### src/rtl/gcd_arbiter.sv
// Round-robin arbiter that shares one GCD unit among N requesters.
// One operation is in flight at a time; each result goes back to the requester that issued it.
module gcd_arbiter #(
    parameter  int WL  = 8,
    parameter  int N   = 4,
    localparam int IDW = (N > 1) ? $clog2(N) : 1
) (
    input  logic            clk,
    input  logic            rst,
    input  logic [N-1:0]    req_val,
    output logic [N-1:0]    req_rdy,
    input  logic [N*WL-1:0] req_a,
    input  logic [N*WL-1:0] req_b,
    output logic [N-1:0]    rsp_val,
    input  logic [N-1:0]    rsp_rdy,
    output logic [WL-1:0]   rsp_data,
    output logic            gcd_ops_val,
    input  logic            gcd_ops_rdy,
    output logic [WL-1:0]   gcd_a,
    output logic [WL-1:0]   gcd_b,
    input  logic            gcd_res_val,
    output logic            gcd_res_rdy,
    input  logic [WL-1:0]   gcd_res,
    output logic            busy,
    output logic [IDW-1:0]  grant_id
);

    typedef enum logic [1:0] {IDLE, ISSUE, WAIT, RESP} state_t;

    state_t          state, state_nx;
    logic [IDW-1:0]  ptr;
    logic [IDW-1:0]  win;
    logic            found;
    logic [WL-1:0]   a_q, b_q, res_q;

    // Search starts at ptr and wraps, so the first hit is the round-robin winner.
    always_comb begin : arbitrate
        int unsigned idx;
        idx   = 0;
        found = 1'b0;
        win   = '0;
        for (int unsigned k = 0; k < N; k++) begin
            idx = (32'(ptr) + k) % 32'(N);
            if (!found && req_val[IDW'(idx)]) begin
                found = 1'b1;
                win   = IDW'(idx);
            end
        end
    end

    always_comb begin
        state_nx    = state;
        req_rdy     = '0;
        rsp_val     = '0;
        gcd_ops_val = 1'b0;
        gcd_res_rdy = 1'b0;
        case (state)
            IDLE: begin
                if (found) begin
                    req_rdy[win] = 1'b1;
                    state_nx     = ISSUE;
                end
            end
            ISSUE: begin
                gcd_ops_val = 1'b1;
                if (gcd_ops_rdy) state_nx = WAIT;
            end
            WAIT: begin
                gcd_res_rdy = 1'b1;
                if (gcd_res_val) state_nx = RESP;
            end
            RESP: begin
                rsp_val[grant_id] = 1'b1;
                if (rsp_rdy[grant_id]) state_nx = IDLE;
            end
            default: state_nx = IDLE;
        endcase
    end

    always_ff @(posedge clk) begin
        if (rst) begin
            state    <= IDLE;
            ptr      <= '0;
            grant_id <= '0;
            a_q      <= '0;
            b_q      <= '0;
            res_q    <= '0;
        end else begin
            state <= state_nx;
            if (state == IDLE && found) begin
                a_q      <= req_a[int'(win)*WL +: WL];
                b_q      <= req_b[int'(win)*WL +: WL];
                grant_id <= win;
            end
            if (state == WAIT && gcd_res_val) res_q <= gcd_res;
            // Pointer advances only once the response is taken, not at grant time.
            if (state == RESP && rsp_rdy[grant_id])
                ptr <= (grant_id == IDW'(N - 1)) ? '0 : grant_id + 1'b1;
        end
    end

    assign gcd_a    = a_q;
    assign gcd_b    = b_q;
    assign rsp_data = res_q;
    assign busy     = (state != IDLE);

endmodule

### config.mk
export PLATFORM = sky130hd
export DESIGN_NAME = gcd_arbiter
export DESIGN_NICKNAME = d
export VERILOG_FILES = /design/src/rtl/gcd_arbiter.sv
export SDC_FILE = /design/constraint.sdc
export NUM_CORES = 1
export LEC_CHECK = 0
export CAP_MARGIN = 15
export CORE_MARGIN = 5
export CORE_UTILIZATION = 30
export CTS_BUF_LIST = sky130_fd_sc_hd__clkbuf_8
export DETAILED_ROUTE_END_ITERATION = 16
export GPL_ROUTABILITY_DRIVEN = 1
export GPL_TIMING_DRIVEN = 0
export MAX_ROUTING_LAYER = met4
export PLACE_DENSITY_LB_ADDON = 0.05
export SYNTH_ARGS = -nofsm -noshare
export SYNTH_HDL_FRONTEND = slang
export SYNTH_SLANG_ARGS = --single-unit
export TNS_END_PERCENT = 50
### constraint.sdc
create_clock -name clk -period 3.7 [get_ports clk]
set_input_delay 0.37 -clock clk [delete_from_list [all_inputs] [get_ports clk]]
set_output_delay 0.37 -clock clk [all_outputs]
set_load 0.02 [all_outputs]
Figure 1. The metal 3 layer.
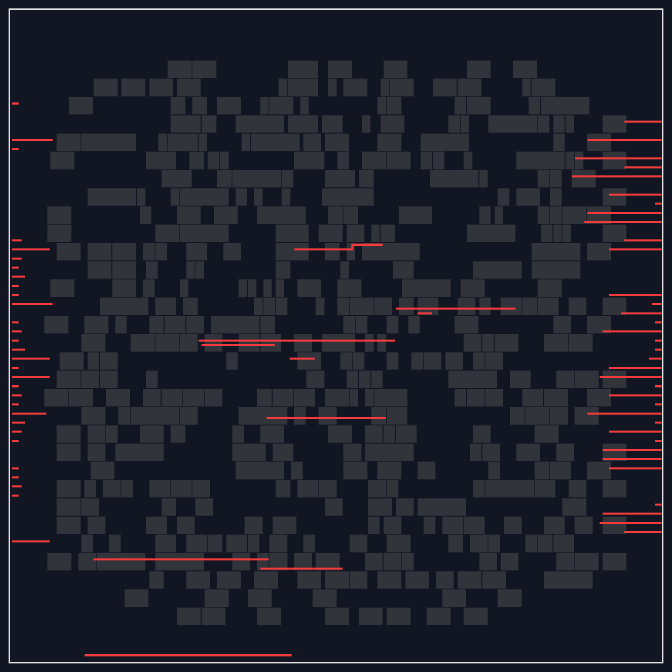
wire length on this layer: 431 um
main direction: horizontal
nets with wire on the layer: 73
share of all routed wire: 5.2%
longest straight run: 30.6 um

Figure 2. Track usage over the die.
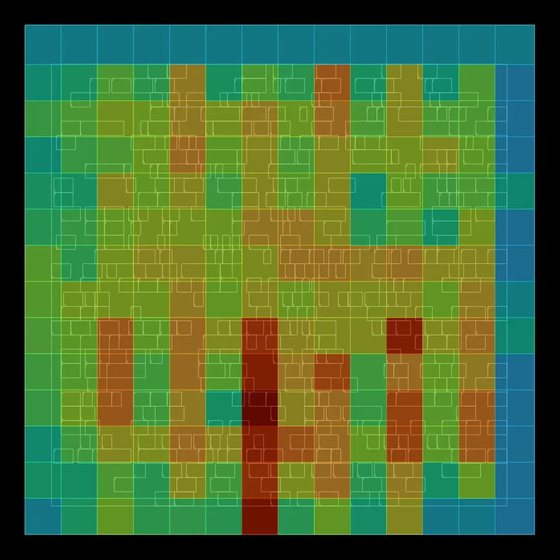
GRT Util Overall: 17.9%
routing usage on met2: 28.2%
final core utilization: 50.4%
met3 Track Usage GR: 3.80%

Figure 3. Metal 1.
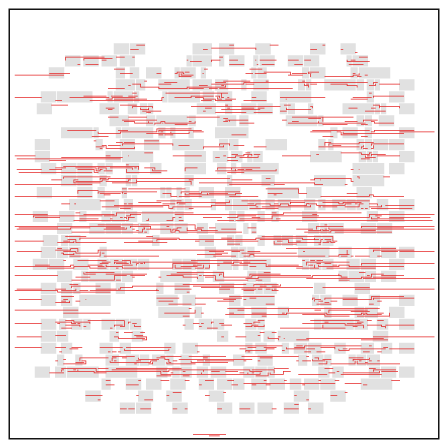
main direction: horizontal
nets with wire on the layer: 449
wire length on this layer: 4000 um
longest straight run: 44.6 um
share of all routed wire: 48%

Figure 4. Where the registers sit.
The bar under the picture is 20 um long. Other sequential cells in the stronger grey, the rest of the logic in the fainter grey.
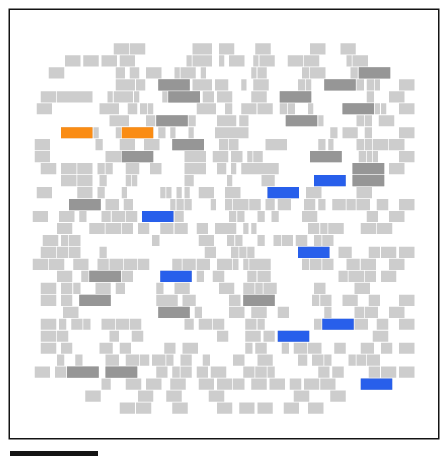
legend:
  `gcd_b`:
    colour: blue
    sequential_cells: 8
  `grant_id`:
    colour: orange
    sequential_cells: 2
Flop+latch power: 428 uW
flop share of the area: 16.3%
FF/Latch Area: 601 um2

Figure 5. Metal 2.
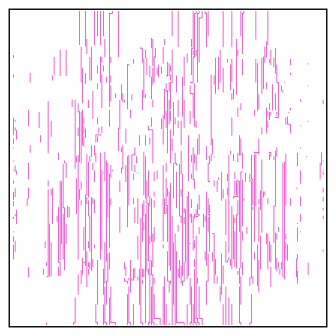
wire length on this layer: 3820 um
main direction: vertical

==> run notes <==
Implementation results.

The flow ran to the end, and the final reports show no timing, DRC or antenna violations. The switching power total is about 630 uW. The register share of total power is a little over a quarter. The worst-case register-to-register setup slack is 1750 ps. The clock buffers instantiated in the layout total 6.

The largest clock skew in the final design is about 3.1 ps. The area fraction in compound gates after synthesis is approximately 28%. The share of post-route cells with drive strength above 1 is under 10%. met2 is the most crowded layer. Subtracting the final worst setup slack from the clock period gives 3070 ps. Counting tap cells, the placed design contains a total of about 500 instances.

By count the netlist is led by dfxtp_1 (30), nor3b_1 (30), o21a_1 (30), a21oi_1 (26), and2_1 (19). Per the layout report, the design carries 143 non-clock buffers. For this run, the script counts the antenna cells in the layout as 0.

Summed over all combinational cells, the power is between 800 and 900 uW. The wire length of the first global-routing pass is approximately 13000 um. In the per-layer breakdown of the detailed-route log, met1 shows about 4000 um.

The final-layout worst hold slack is 453 ps. The count of buffers added on input and output ports is about 120. Setup repair after global routing left no endpoint under its margin. Per the post-route antenna check, the number of violating nets is 0. Summed over all nets, the half-perimeter wirelength after detailed placement is 6330 um. The layout has 8 inverters outside the clock class.

Setup slack closes at about 630 ps. The multiplexer share of the synthesized area is between 2 and 3%. The critical path buffer and inverter count is 3. The tool warning count for the run is 32. Power spread over the standard cell area amounts to between 400 and 500 nW/um2. The total vias in the final route is ~2500. Yosys attributes the largest share of cell area to dfxtp_1 (26%), nor3b_1 (9.9%), o21a_1 (9.9%).

The layout buffering overhead excluding clock cells is 35.1%. In this run the static leakage power is approximately 0.0014 uW. The synthesis report gives the async set-or-reset register share as 0%.

In this run, CTS created clock tree buffers numbering 5. The most used cell along the critical path is clkdlybuf4s50_1. The share of total power dissipated in the clock network is 17.9%.

In the layout the tool counted multi-input logic cells amounting to approximately 220. Synthesis produced a netlist with a net count of 374. The sequential cell count is 30.

The internal portion of total power is 937 uW. The element type at the critical path start is a primary input. The report lists the cells along the critical path as clkdlybuf4s50_1, nor2b_1, nor4_4, buf_2, or2_2, nor3_1, clkdlybuf4s50_1. The data required time at the worst endpoint is 3330 ps. The sink count of the clock tree is 30. IR analysis of the VDD net gives a maximum drop of 0.171 mV.
Power and IR drop assume default switching activity.
